<file path="src/rtl/uart_tx_buffered_if.sv">
// Byte write port of the buffered UART transmitter: producer drives data/enable,
// transmitter answers with ready.
interface uart_tx_buffered_if #(
  parameter int PAYLOAD_BITS = 8
);
  logic [PAYLOAD_BITS-1:0] wr_data;
  logic                    wr_en;
  logic                    wr_ready;

  modport master (output wr_data, output wr_en, input wr_ready);
  modport slave  (input wr_data, input wr_en, output wr_ready);
endinterface

</file>
<file path="src/rtl/uart_tx_buffered.sv">
// Buffered UART transmitter: registered write stage, small FIFO, and a frame FSM
// that serialises N data bits (LSB first) with M stop bits onto uart_txd.
module uart_tx_buffered #(
  parameter int CLK_HZ       = 50000000,
  parameter int BIT_RATE     = 9600,
  parameter int PAYLOAD_BITS = 8,
  parameter int STOP_BITS    = 1,
  parameter int FIFO_DEPTH   = 4
) (
  input  logic                       clk,
  input  logic                       resetn,
  uart_tx_buffered_if.slave          wr,
  output logic [$clog2(FIFO_DEPTH):0] fifo_level,
  output logic                       busy,
  output logic                       uart_txd
);

  localparam int CYCLES_PER_BIT = CLK_HZ / BIT_RATE;
  localparam int STOP_CYCLES    = STOP_BITS * CYCLES_PER_BIT;
  localparam int CYC_W          = $clog2(STOP_CYCLES);
  localparam int BIT_W          = $clog2(PAYLOAD_BITS);
  localparam int PTR_W          = $clog2(FIFO_DEPTH);
  localparam int LVL_W          = PTR_W + 1;

  localparam logic [CYC_W-1:0] BIT_END  = CYC_W'(CYCLES_PER_BIT - 1);
  localparam logic [CYC_W-1:0] STOP_END = CYC_W'(STOP_CYCLES - 1);
  localparam logic [BIT_W-1:0] LAST_BIT = BIT_W'(PAYLOAD_BITS - 1);
  localparam logic [LVL_W-1:0] DEPTH    = LVL_W'(FIFO_DEPTH);

  typedef enum logic [1:0] {IDLE, START, DATA, STOP} state_t;

  state_t                  state;
  logic [CYC_W-1:0]        cyc_cnt;
  logic [BIT_W-1:0]        bit_cnt;
  logic [PAYLOAD_BITS-1:0] shift;

  logic [PAYLOAD_BITS-1:0] mem [FIFO_DEPTH];
  logic [PTR_W-1:0]        rd_ptr;
  logic [PTR_W-1:0]        wr_ptr;
  logic [LVL_W-1:0]        count;

  logic                    vld_p0;
  logic [PAYLOAD_BITS-1:0] data_p0;

  logic                    accept;
  logic                    avail;
  logic                    stop_last;
  logic                    pop;
  logic                    take_fifo;
  logic                    take_p0;
  logic                    push;
  logic                    shift_en;
  logic                    idle_next;
  logic [LVL_W-1:0]        count_next;
  logic [PAYLOAD_BITS-1:0] pop_data;

  // The staged byte is always newer than anything in the FIFO, so it is only
  // handed straight to the shifter when the FIFO is empty.
  assign accept     = wr.wr_en && wr.wr_ready;
  assign avail      = (count != '0) || vld_p0;
  assign stop_last  = (state == STOP) && (cyc_cnt == STOP_END);
  assign pop        = avail && ((state == IDLE) || stop_last);
  assign take_fifo  = pop && (count != '0);
  assign take_p0    = pop && (count == '0);
  assign push       = vld_p0 && !take_p0;
  assign count_next = count + LVL_W'(push) - LVL_W'(take_fifo);
  assign idle_next  = !pop && ((state == IDLE) || stop_last);
  assign pop_data   = take_fifo ? mem[rd_ptr] : data_p0;
  assign shift_en   = (cyc_cnt == BIT_END) &&
                      ((state == START) || ((state == DATA) && (bit_cnt != LAST_BIT)));
  assign fifo_level = count;

  // Stage p0: registered write, then FIFO storage and shift register (no reset on data)
  always_ff @(posedge clk) begin
    if (accept) data_p0 <= wr.wr_data;
    if (push)   mem[wr_ptr] <= data_p0;
    if (pop)           shift <= pop_data;
    else if (shift_en) shift <= shift >> 1;
  end

  // Ready accounts for the staged byte too, so a push always finds a free slot.
  always_ff @(posedge clk or negedge resetn) begin
    if (!resetn) begin
      vld_p0      <= 1'b0;
      count       <= '0;
      rd_ptr      <= '0;
      wr_ptr      <= '0;
      wr.wr_ready <= 1'b1;
      busy        <= 1'b0;
    end else begin
      vld_p0      <= accept;
      count       <= count_next;
      if (push)      wr_ptr <= wr_ptr + PTR_W'(1);
      if (take_fifo) rd_ptr <= rd_ptr + PTR_W'(1);
      wr.wr_ready <= (count_next + LVL_W'(accept)) < DEPTH;
      busy        <= !idle_next || (count_next != '0);
    end
  end

  // Frame FSM: uart_txd is driven only from here
  always_ff @(posedge clk or negedge resetn) begin
    if (!resetn) begin
      state    <= IDLE;
      cyc_cnt  <= '0;
      bit_cnt  <= '0;
      uart_txd <= 1'b1;
    end else begin
      case (state)
        IDLE: begin
          if (pop) begin
            state    <= START;
            cyc_cnt  <= '0;
            uart_txd <= 1'b0;
          end
        end
        START: begin
          if (cyc_cnt == BIT_END) begin
            state    <= DATA;
            cyc_cnt  <= '0;
            bit_cnt  <= '0;
            uart_txd <= shift[0];
          end else begin
            cyc_cnt <= cyc_cnt + CYC_W'(1);
          end
        end
        DATA: begin
          if (cyc_cnt == BIT_END) begin
            cyc_cnt <= '0;
            if (bit_cnt == LAST_BIT) begin
              state    <= STOP;
              uart_txd <= 1'b1;
            end else begin
              bit_cnt  <= bit_cnt + BIT_W'(1);
              uart_txd <= shift[0];
            end
          end else begin
            cyc_cnt <= cyc_cnt + CYC_W'(1);
          end
        end
        STOP: begin
          if (cyc_cnt == STOP_END) begin
            cyc_cnt <= '0;
            if (pop) begin
              state    <= START;
              uart_txd <= 1'b0;
            end else begin
              state <= IDLE;
            end
          end else begin
            cyc_cnt <= cyc_cnt + CYC_W'(1);
          end
        end
        default: state <= IDLE;
      endcase
    end
  end

endmodule
</file>
<file path="src/flat_wrapper.sv">
// flat-port wrapper written by rule: the top's interface ports become plain ports
module uart_tx_buffered_flat 
#(
  parameter int CLK_HZ       = 50000000,
  parameter int BIT_RATE     = 9600,
  parameter int PAYLOAD_BITS = 8,
  parameter int STOP_BITS    = 1,
  parameter int FIFO_DEPTH   = 4
)
  (clk, resetn, fifo_level, busy, uart_txd, wr_wr_data, wr_wr_en, wr_wr_ready);
  uart_tx_buffered_if #(.PAYLOAD_BITS(PAYLOAD_BITS)) wr_i ();
  input  logic clk;
  input  logic resetn;
  output logic [$clog2(FIFO_DEPTH):0] fifo_level;
  output logic busy;
  output logic uart_txd;
  input wire logic [$bits(wr_i.wr_data)-1:0] wr_wr_data;
  input wire logic [$bits(wr_i.wr_en)-1:0] wr_wr_en;
  output wire logic [$bits(wr_i.wr_ready)-1:0] wr_wr_ready;
  assign wr_i.wr_data = wr_wr_data;
  assign wr_i.wr_en = wr_wr_en;
  assign wr_wr_ready = wr_i.wr_ready;
  uart_tx_buffered #(.CLK_HZ(CLK_HZ), .BIT_RATE(BIT_RATE), .PAYLOAD_BITS(PAYLOAD_BITS), .STOP_BITS(STOP_BITS), .FIFO_DEPTH(FIFO_DEPTH)) u_core (.clk(clk), .resetn(resetn), .wr(wr_i), .fifo_level(fifo_level), .busy(busy), .uart_txd(uart_txd));
endmodule
</file>
<file path="config.mk">
export PLATFORM = sky130hd
export DESIGN_NAME = uart_tx_buffered_flat
export DESIGN_NICKNAME = d
export VERILOG_FILES = /design/src/rtl/uart_tx_buffered_if.sv /design/src/rtl/uart_tx_buffered.sv /design/src/flat_wrapper.sv
export SDC_FILE = /design/constraint.sdc
export NUM_CORES = 1
export LEC_CHECK = 0
export ABC_AREA = 1
export ABC_CLOCK_PERIOD_IN_PS = 4100
export CORE_MARGIN = 2
export CORE_UTILIZATION = 57
export CTS_CLUSTER_SIZE = 14
export DETAILED_ROUTE_END_ITERATION = 8
export GPL_TIMING_DRIVEN = 0
export PLACE_DENSITY_LB_ADDON = 0.1
export SETUP_SLACK_MARGIN = 0.15
export SLEW_MARGIN = 0
export SYNTH_ARGS = -nofsm -noshare
export SYNTH_HDL_FRONTEND = slang
export SYNTH_SLANG_ARGS = --single-unit
</file>
<file path="constraint.sdc">
create_clock -name clk -period 4.1 [get_ports clk]
set_clock_uncertainty 0.2 [all_clocks]
set_input_delay 1.025 -clock clk [delete_from_list [all_inputs] [get_ports clk]]
set_output_delay 1.025 -clock clk [all_outputs]
set_load 0.05 [all_outputs]
</file>
==> run_results.csv, run 1 <==
group,metric,value,unit
die,num_io_pins,17,
clocking,htreeDepth,3,
setup_path,reg2reg_slack,0.69,ns
power_and_ir_drop,pg_clk,0.000522,W
synthesis,yosys.cell_types.count,31,
final_layout,final_cell_mix,"nand2_1 (68), edfxtp_1 (48), nor2_1 (37), inv_1 (30), dfrtp_1 (27)",
synthesis,synth_top_area_share,0.403,
synthesis,area_leaders,"edfxtp_1 (40%), dfrtp_1 (19%), nand2_1 (7.1%)",
routing,wl,6210,µm
final_layout,logic_gate_count,220,
global_route,grt_pass1_wl,11100,µm
setup_path,path_cells,"inv_1 -> ha_1 -> inv_2 -> nand2_1 -> nand2_1 -> nor2_2 -> buf_6 -> xor2_2 -> ha_1 -> inv_1 -> fa_1 -> xnor2_1 -> xnor2_1 -> nor3_1 -> nand4_1",
placement,dp.cells,432,
synthesis,logic_family,"simple AND/OR/NAND/NOR gates",
clocking,ctsResizeCount,0,
final_layout,buffers,23,
setup_path,crit_path_start_kind,"flop",
setup_path,worstReg2RegStart,"u_core.state[0]",
global_route,antenna_found_initial,0,
final_timing,finalCriticalPeriod,3.41,ns
synthesis,avgSynthCellArea,10.5,µm²
final_layout,drive_gt1_frac,0.110,
clocking,clockBufferDepth,2,
synthesis,ys_sh_simple,0.191,
synthesis,synth-edff-count,48,
global_route,grt_max_degree,30,
clocking,post_cts_buffers,0,
final_timing,period_used_share,0.833,
final_timing,worst_pin_slew,1.01,ns
setup_path,worstPathArrival,3.43,ns
setup_path,critPathCaptureType,"flop",
final_layout,comb_area,0.00123,mm²
clocking,cts_buffers,9,
setup_path,cp_num_buf_inv,4,
synthesis,synth_cells,341,
final_layout,fillCellCount,461,
routing,dr_total_vias,2378,
clocking,clkSinkCount,77,
clocking,cts_tree,"built",
synthesis,ys_sh_aoi,0.0717,
final_layout,nets,393,
placement,pre_cts_ws,0.723,ns
setup_path,rr_endpoint,"u_core.busy",
clocking,insertion_delay,0.34,ns
synthesis,ys.flop_type,"edfxtp_1",
clocking,ctsHoldBuffers,0,
global_route,grt_util_met1,0.308,
final_timing,slew_viol_final,0,
die,fp_util,0.597,
global_route,grt_pass1_vias,2361,
synthesis,ys_seq_frac,0.607,
power_and_ir_drop,pwr-share-comb,0.383,
power_and_ir_drop,pwr_density_cell,684,mW/mm²
routing,dr.max_layer_used,"met4",
final_timing,fmax,293,MHz
final_timing,final.setup.tns,0,ns
final_timing,max_slew_margin,0.319,
placement,gp_congestion,0.852,
final_timing,rsz0062_at_grt,"no",
synthesis,ys_cells,341,
final_layout,clock_buffers,10,
die,tapCellCount,75,
synthesis,synth.area.mux_share,0,
final_layout,bufAreaShareNonClock,0.0493,
routing,post-route-drc-count,0,
synthesis,ys_ff,77,
routing,drt-pass1-iter-count,5,
die,dieArea,0.00693,mm²
setup_path,crit_slowest_cell,"dfrtp_1",
setup_path,crit_family,"adder cells",
global_route,grt.total_usage,0.201,
final_timing,fin_hold_ws,0.259,ns
synthesis,synth.most_common_cell,"nand2_1",
setup_path,crit_required,4.11,ns
power_and_ir_drop,cellLeakagePower,1.65,nW
placement,hpwl,4630,µm
status,status,"finished clean",
run 1: how the worst max path moves through the flow:
stage                    start           to  slack [ns]  cells after the start
2_1_floorplan  u_core.state[0]  u_core.busy        1.17                     15
3_3_place_gp   u_core.state[0]  u_core.busy        0.76                     15
3_5_place_dp   u_core.state[1]  u_core.busy        0.72                     15
4_1_cts        u_core.state[0]  u_core.busy        0.67                     15
5_1_grt        u_core.state[1]  u_core.busy        0.47                     15
6_report       u_core.state[0]  u_core.busy        0.69                     15
run 1: sequential cells by signal, indices dropped and copies added, names as in the netlist, 2 cells and up:
signal / count
u_core.mem: 32
u_core.cyc_cnt: 13
u_core.data_p0: 8
u_core.shift: 8
u_core.bit_cnt: 3
u_core.fifo_level: 3
u_core.rd_ptr: 2
u_core.state: 2
u_core.wr_ptr: 2
### Logic cells by family, run 1

(3 px per µm)
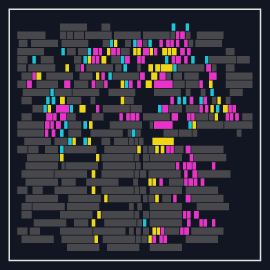
Yellow shows nor cells, cells 50, most used nor2_1. Cyan shows inv cells, cells 37, most used inv_1. Magenta shows nand cells, cells 99, most used nand2_1.
logic share of the area: 0.306
final instance count without filler cells: 448
most common cell after layout, fill and taps aside: nand2_1

### Pin map, run 1

(6 px per µm) Pins as bars across the die edge, other pins in grey.
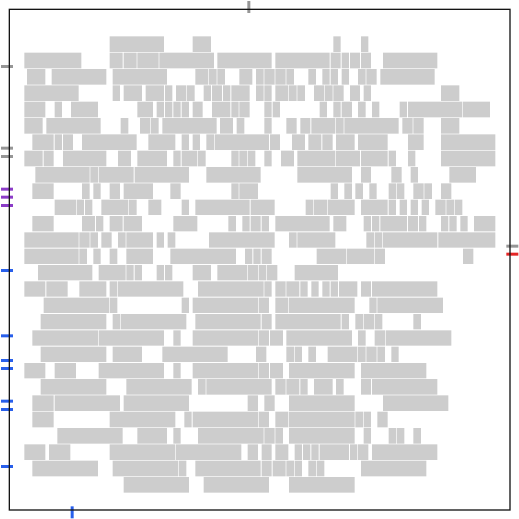
Purple shows fifo_level, pins 3, direction output, edge west. Blue shows wr_wr_data, pins 8, direction input, edge 7 west, 1 south. Red shows uart_txd, pins 1, direction output, edge east.
Die Span Y: 83.2 µm
Port Buffer Count: 16
Die X: 83.2 µm

### Sequential cells coloured by netlist name, run 1

(3 px per µm) Other sequential cells in the stronger grey, the rest of the logic in the fainter grey.
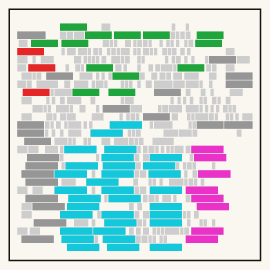
Red shows u_core.fifo_level, sequential cells 3. Cyan shows u_core.mem, sequential cells 32. Magenta shows u_core.shift, sequential cells 8. Green shows u_core.cyc_cnt, sequential cells 13.
Another 21 sequential cells are not coloured.
Core Util, Final: 0.669
Seq area share: 0.541
Seq. pwr: 0.00117 W
Flop area: 0.00217 mm²

### Track usage over the die, run 1

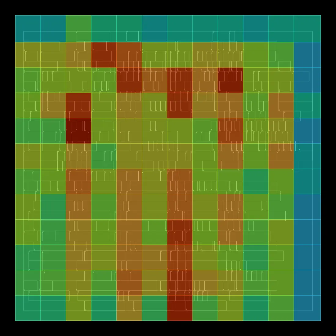
WL/cell: 13.9 µm
met2 Track Usage GR: 0.275

### Close-up of the layout, run 1

Window x 29 to 54, y 12 to 37 µm. Cells in grey, sequential cells in the stronger grey; small squares are vias.
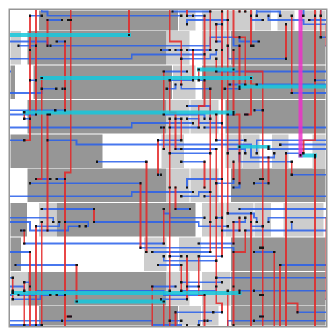

## Run 2: what changed since run 1
--- a/config.mk
+++ b/config.mk
@@ -6,7 +6,7 @@
 export NUM_CORES = 1
 export LEC_CHECK = 0
 export ABC_AREA = 1
-export ABC_CLOCK_PERIOD_IN_PS = 4100
+export ABC_CLOCK_PERIOD_IN_PS = 3590
 export CORE_MARGIN = 2
 export CORE_UTILIZATION = 57
 export CTS_CLUSTER_SIZE = 14
==> constraint.sdc (replaced) <==
create_clock -name clk -period 3.59 [get_ports clk]
set_clock_uncertainty 0.2 [all_clocks]
set_input_delay 0.8975 -clock clk [delete_from_list [all_inputs] [get_ports clk]]
set_output_delay 0.8975 -clock clk [all_outputs]
set_load 0.05 [all_outputs]
### Close-up of the layout, run 2

Window x 29 to 54, y 12 to 37 µm. Cells in grey, sequential cells in the stronger grey; small squares are vias.
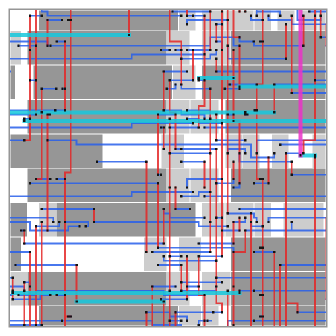
Red shows M2. Blue shows M1. Magenta shows M4. Cyan shows M3.
Sequential cells in the window: 16. 46 logic cells have their middle in the window. Most frequent: edfxtp_1 (16), o21ai_0 (11), nor2_1 (9). Netlist names of flops here include u_core.mem (16).

### Track usage over the die, run 2

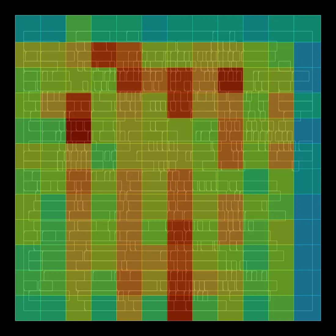
Most Used Layer, Global Route: met1
WL/cell: 13.9 µm
grt met1 use: 0.308
total track usage: 0.201
Core Util, Final: 0.671

### Logic cells by family, run 2

(3 px per µm)
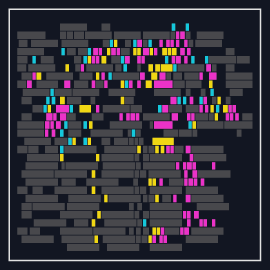
logic share of the area: 0.308

==> run 2 against run 1 <==
- flip-flop count did not move
- count of clock-buffer cells in the layout did not move
- register-to-register slack got worse by 0.30 ns
- total power rose by 15%
- maximum frequency rose by 6.5%
- largest power group unchanged
- final area rose by 0.25%
- setup slack got worse by 0.30 ns
- hold slack barely moved
- critical path type unchanged
- final cell count did not move
- non-clock buffer count did not move
- die size did not move
==> run_results.csv, run 2 <==
group,metric,value,unit
status,status,"finished clean",
final_timing,rsz0062_at_grt,"no",
setup_path,crit_path_start_kind,"flop",
final_timing,slew_viol_final,0,
setup_path,rr_endpoint,"u_core.busy",
clocking,ctsResizeCount,0,
setup_path,reg2reg_slack,0.38,ns
clocking,clockBufferDepth,2,
synthesis,avgSynthCellArea,10.5,µm²
clocking,ctsHoldBuffers,0,
power_and_ir_drop,seq_power,0.00133,W
power_and_ir_drop,pg_clk,0.000599,W
final_timing,worst_pin_slew,1.01,ns
final_timing,fmax,312,MHz
synthesis,ys_seq_frac,0.607,
power_and_ir_drop,pwr-share-comb,0.386,
setup_path,worstReg2RegStart,"u_core.state[0]",
final_layout,comb_area,0.00124,mm²
placement,gp_congestion,0.852,
final_layout,final_cell_mix,"nand2_1 (67), edfxtp_1 (48), nor2_1 (37), inv_1 (30), dfrtp_1 (27)",
setup_path,path_depth,15,
setup_path,worstPathArrival,3.22,ns
final_timing,finalCriticalPeriod,3.21,ns
final_layout,nets,393,
synthesis,synth_cells,341,
clocking,post_cts_buffers,0,
final_timing,period_used_share,0.893,
final_layout,largest_reg_flops,32,
global_route,grt_pass1_wl,11100,µm
routing,dr_total_vias,2379,
global_route,grt_pass1_vias,2361,
placement,port_buffers,16,
synthesis,synth_top_area_share,0.403,
routing,drt-pass1-iter-count,7,
routing,post-route-drc-count,0,
synthesis,yosys.cell_types.count,31,
routing,dr.max_layer_used,"met4",
final_layout,bufAreaShareNonClock,0.0492,
setup_path,crit_required,3.60,ns
die,tapCellCount,75,
final_layout,layout_top_cell,"nand2_1",
[run 2: cell counts after synthesis]
Identical to the previous run, type by type.
[run 2: stage by stage]
stage	cell area (µm²)	util	setup WS [ns]
2_1_floorplan	3580	-	0.664
3_3_place_gp	3830	0.640	0.254
3_5_place_dp	3830	0.640	0.213
4_1_cts	4010	0.670	0.160
5_1_grt	4020	0.671	0.182
6_report	4020	0.671	0.383
[run 2: cell families (layout without fill, tap and decap cells)]
| family | after synthesis | in the layout | synth area share |
|---|---|---|---|
| AOI/OAI and AO/OA | 46 | 46 | 0.0717 |
| xor gates and xnor gates | 11 | 11 | 0.0290 |
| adders and majority gates | 14 | 14 | 0.0511 |
| buffers and inverters | 44 | 76 | 0.0507 |
| DFF | 77 | 77 | 0.607 |
| and+or+nand+nor | 149 | 149 | 0.191 |
No activity file was given, so power comes from the tool's default toggle rates.
